## config.mk

```make
export PLATFORM = sky130hd
export DESIGN_NAME = dacctl_mc
export DESIGN_NICKNAME = d
export VERILOG_FILES = /design/src/rtl/dacctl_mc.sv
export SDC_FILE = /design/constraint.sdc
export NUM_CORES = 1
export LEC_CHECK = 0
export ABC_CLOCK_PERIOD_IN_PS = 3900
export CAP_MARGIN = 20
export CORE_MARGIN = 2
export CORE_UTILIZATION = 25
export CTS_CLUSTER_DIAMETER = 120
export CTS_CLUSTER_SIZE = 12
export DETAILED_ROUTE_END_ITERATION = 10
export PLACE_DENSITY_LB_ADDON = 0.15
export SETUP_SLACK_MARGIN = 0.5
export SLEW_MARGIN = 10
export SYNTH_ARGS = -nofsm -noshare
export SYNTH_HDL_FRONTEND = slang
export SYNTH_SLANG_ARGS = --single-unit
```

## constraint.sdc

```tcl
create_clock -name clk -period 3.9 [get_ports clk]
set_clock_uncertainty 0.2 [all_clocks]
set_input_delay 0.78 -clock clk [delete_from_list [all_inputs] [get_ports clk]]
set_output_delay 0.78 -clock clk [all_outputs]
set_load 0.01 [all_outputs]
```

## src/rtl/dacctl_mc.sv

```systemverilog
// SPI front end for the MCP48x1/MCP48x2 DAC family: one or two channels, 8/10/12-bit data,
// per-channel gain/shutdown, and either one trailing LDAC pulse or LDAC held low.
module dacctl_mc #(
  parameter int DATA_W    = 10,
  parameter int CH_N      = 2,
  parameter int SCK_DIV   = 2,
  parameter int LDAC_MODE = 1,
  parameter int LDAC_W    = 2
) (
  input  logic                   clk,
  input  logic                   rst_n,
  input  logic [CH_N*DATA_W-1:0] din,
  input  logic [CH_N-1:0]        dmask,
  input  logic [CH_N-1:0]        gain_x2,
  input  logic [CH_N-1:0]        shdn,
  input  logic                   dvalid,
  output logic                   dready,
  output logic                   spi_cs_n,
  output logic                   spi_sck,
  output logic                   spi_sdi,
  output logic                   spi_ldac_n,
  output logic                   busy,
  output logic                   done
);

  localparam int   CH_W      = (CH_N > 1) ? $clog2(CH_N) : 1;
  localparam int   CNT_MAX   = (2 * SCK_DIV > LDAC_W) ? 2 * SCK_DIV : LDAC_W;
  localparam int   CNT_W     = $clog2(CNT_MAX + 1);
  localparam logic LDAC_IDLE = (LDAC_MODE != 0);

  typedef enum logic [2:0] {IDLE, LEAD, SHIFT, GAP, LDAC, FINISH} state_e;

  state_e                 state_q;
  logic [CNT_W-1:0]       cnt_q;
  logic [3:0]             bit_q;
  logic                   sckHigh_q;
  logic [15:0]            shift_q;
  logic [CH_N-1:0]        pend_q;
  logic [CH_N*DATA_W-1:0] din_q;
  logic [CH_N-1:0]        gain_q;
  logic [CH_N-1:0]        shdn_q;
  logic                   csN_q, sck_q, sdi_q, ldacN_q, busy_q, done_q;

  function automatic logic [CH_W-1:0] lowestSet(input logic [CH_N-1:0] m);
    logic [CH_W-1:0] idx;
    idx = '0;
    for (int k = CH_N - 1; k >= 0; k--) begin
      if (m[k]) idx = CH_W'(k);
    end
    return idx;
  endfunction

  // Command word: channel select, don't-care, GA_n, SHDN_n, then left-aligned data.
  function automatic logic [15:0] makeWord(input logic [CH_W-1:0]        ch,
                                           input logic [CH_N*DATA_W-1:0] d,
                                           input logic [CH_N-1:0]        g,
                                           input logic [CH_N-1:0]        s);
    logic [15:0] w;
    w     = '0;
    w[15] = (ch != '0);
    for (int k = 0; k < CH_N; k++) begin
      if (ch == CH_W'(k)) begin
        w[13]           = ~g[k];
        w[12]           = ~s[k];
        w[11 -: DATA_W] = d[k*DATA_W +: DATA_W];
      end
    end
    return w;
  endfunction

  logic [CH_W-1:0] acceptCh, nextCh;
  logic [15:0]     acceptWord, nextWord;

  assign acceptCh   = lowestSet(dmask);
  assign nextCh     = lowestSet(pend_q);
  assign acceptWord = makeWord(acceptCh, din, gain_x2, shdn);
  assign nextWord   = makeWord(nextCh, din_q, gain_q, shdn_q);

  always_ff @(posedge clk or negedge rst_n) begin
    if (!rst_n) begin
      state_q   <= IDLE;
      cnt_q     <= '0;
      bit_q     <= '0;
      sckHigh_q <= 1'b0;
      shift_q   <= '0;
      pend_q    <= '0;
      din_q     <= '0;
      gain_q    <= '0;
      shdn_q    <= '0;
      csN_q     <= 1'b1;
      sck_q     <= 1'b0;
      sdi_q     <= 1'b0;
      ldacN_q   <= LDAC_IDLE;
      busy_q    <= 1'b0;
      done_q    <= 1'b0;
    end else begin
      done_q <= 1'b0;
      case (state_q)
        IDLE: begin
          if (dvalid) begin
            din_q  <= din;
            gain_q <= gain_x2;
            shdn_q <= shdn;
            busy_q <= 1'b1;
            cnt_q  <= '0;
            if (dmask == '0) begin
              done_q  <= 1'b1;
              state_q <= FINISH;
            end else begin
              pend_q  <= dmask & ~(CH_N'(1) << acceptCh);
              shift_q <= {acceptWord[14:0], 1'b0};
              sdi_q   <= acceptWord[15];
              csN_q   <= 1'b0;
              state_q <= LEAD;
            end
          end
        end
        LEAD: begin
          if (cnt_q == CNT_W'(SCK_DIV - 1)) begin
            cnt_q     <= '0;
            sck_q     <= 1'b1;
            sckHigh_q <= 1'b1;
            bit_q     <= 4'd15;
            state_q   <= SHIFT;
          end else begin
            cnt_q <= cnt_q + 1'b1;
          end
        end
        // bit_q is the bit currently on sdi; the last low phase doubles as CS hold.
        SHIFT: begin
          if (cnt_q == CNT_W'(SCK_DIV - 1)) begin
            cnt_q <= '0;
            if (sckHigh_q) begin
              sck_q     <= 1'b0;
              sckHigh_q <= 1'b0;
              if (bit_q != 4'd0) begin
                sdi_q   <= shift_q[15];
                shift_q <= {shift_q[14:0], 1'b0};
              end
            end else if (bit_q == 4'd0) begin
              csN_q   <= 1'b1;
              sdi_q   <= 1'b0;
              state_q <= GAP;
            end else begin
              sck_q     <= 1'b1;
              sckHigh_q <= 1'b1;
              bit_q     <= bit_q - 4'd1;
            end
          end else begin
            cnt_q <= cnt_q + 1'b1;
          end
        end
        GAP: begin
          if (cnt_q == CNT_W'(2 * SCK_DIV - 1)) begin
            cnt_q <= '0;
            if (pend_q != '0) begin
              pend_q  <= pend_q & ~(CH_N'(1) << nextCh);
              shift_q <= {nextWord[14:0], 1'b0};
              sdi_q   <= nextWord[15];
              csN_q   <= 1'b0;
              state_q <= LEAD;
            end else if (LDAC_MODE != 0) begin
              ldacN_q <= 1'b0;
              state_q <= LDAC;
            end else begin
              done_q  <= 1'b1;
              state_q <= FINISH;
            end
          end else begin
            cnt_q <= cnt_q + 1'b1;
          end
        end
        LDAC: begin
          if (cnt_q == CNT_W'(LDAC_W - 1)) begin
            cnt_q   <= '0;
            ldacN_q <= 1'b1;
            done_q  <= 1'b1;
            state_q <= FINISH;
          end else begin
            cnt_q <= cnt_q + 1'b1;
          end
        end
        FINISH: begin
          busy_q  <= 1'b0;
          state_q <= IDLE;
        end
        default: state_q <= IDLE;
      endcase
    end
  end

  assign dready     = ~busy_q;
  assign spi_cs_n   = csN_q;
  assign spi_sck    = sck_q;
  assign spi_sdi    = sdi_q;
  assign spi_ldac_n = ldacN_q;
  assign busy       = busy_q;
  assign done       = done_q;

endmodule
```

==> flow_summary.toml <==
# synthesis and place-and-route metrics
[run_status]
status = "completed"

[yosys]
xor_share = 0
ys_seq_share = 0.4452
yosysWarningCount = 0
ys_types = 50
area_leaders = "dfrtp_1 (43%), mux2_2 (10%), mux2i_1 (5.4%), mux2_4 (4.3%), nand2_1 (3.8%)"
aoi_share = 0.1381
top_area_frac = 0.4286
edf_count = 0
synthCells = 308
yosysTopAreaCell = "dfrtp_1"
top_cells_by_count = "dfrtp_1 (54), nand2_1 (32), mux2_2 (28)"
numSynthFlops = 56
ys_cells = 308

[clocking]
cts_resized = 0
post_cts_buffers = 0
clock-root-buffer = "clkbuf_16"
cts_tree = "built"
insertion_delay_ps = 300
cts_made_buffers = 5

[sta]
worstMarginPinSlew_ps = 965.6
setup_violations = 0
rsz0062_at_grt = "false"
maxSlewHeadroom = 0.3549

[placement]
io_buffer_count = 35
dp_hpwl_um = 5073

[final_layout]
antenna_cells = 0
fin_cells = 513
fillers = 1320
nonClkBufAreaFrac = 0.1078
register_area_mm2 = 0.001404
largest_reg_flops = 20
layout_top_cell = "dfrtp_1"
clkbuf_count = 6
regMostFlops = "din_q"
final-clk-cell-share = 0.03788

[power]
power_per_cell_area_mw_per_mm2 = 739.0

[die]
io_pins = 36
core_area_mm2 = 0.01247
dieWidth_um = 116.3
die_h_um = 116.3
rows = 41

[detailed_routing]
wl_met1_um = 3594
vias = 2357
drtIter0Drc = 84

[grt]
grt-ovfl-total = 0
grt_max_degree = 31

[setup_path]
slowest_stage = "clkdlybuf4s50_1"
reg2reg_slack_ps = 950
timing.rr.start = "cnt_q[0]"
worst_r2r_path_depth = 7
critPathMaxFanout = 13
required_ps = 3890

[worst_hold_path]
worstHoldEndpoint = "shift_q[5]"
-- worst max-delay path, delay by kind of cell --
family | cells | cell delay (ps)
AOI/OAI and AO/OA | 2 | 840
buffers and inverters | 2 | 680
muxes | 1 | 390
and+or+nand+nor | 1 | 250
-- through the flow --
stage          hold slack (ps)  total power (uW)    util  area (um2)  setup slack (ps)
6_report                 307.8              2831  0.3073        3831             935.2
5_1_grt                  323.3              3088  0.3073        3831             734.9
4_1_cts                  305.5              2879  0.3073        3831             921.4
3_5_place_dp             293.2              2404  0.2957        3686             600.5
3_3_place_gp             290.4              2395  0.2957        3686             615.6
2_1_floorplan            262.4              2085       -        3153              1391
-- report_power, final --
group	internal, uW	switching [uW]	total (uW)
sequential	856	198	1050
clock	241	225	466
combinational	688	623	1310
total	1780	1050	2830
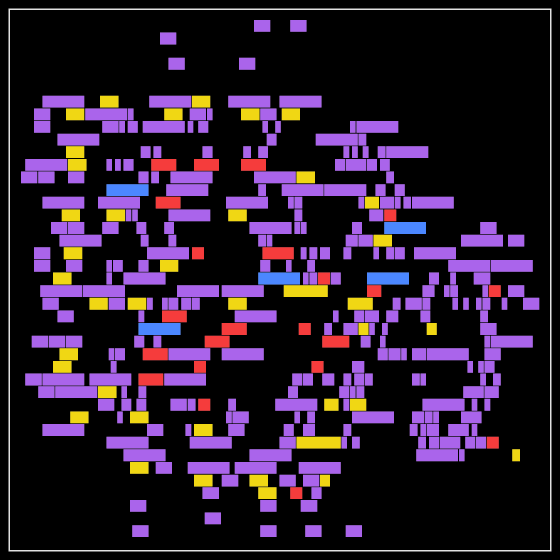
Figure 1: cell sizes after repair.
[x3 and x4] red | cells: 22 | share: 6.5%
[x6 and larger] blue | cells: 5 | share: 1.5% | most used: clkbuf_16
[x1 and smaller] purple | cells: 275 | share: 81% | most used: dfrtp_1
[x2] yellow | cells: 39 | share: 11% | most used: mux2_2
area grow syn2layout: 21.51%
final setup margin: 935.2 ps
nonclk buf count: 44

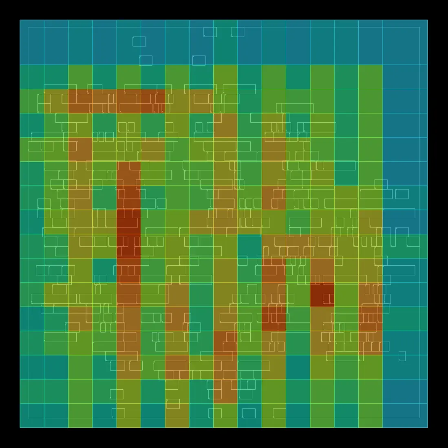
Figure 2: congestion heat map.
GR Util met3: 0.02543
grt met1 use: 0.1622
wire per inst: 14.22 um
GRT Max-Usage Layer: met2
Total GRT Usage: 0.1175

No activity file was given, so power comes from the tool's default toggle rates.
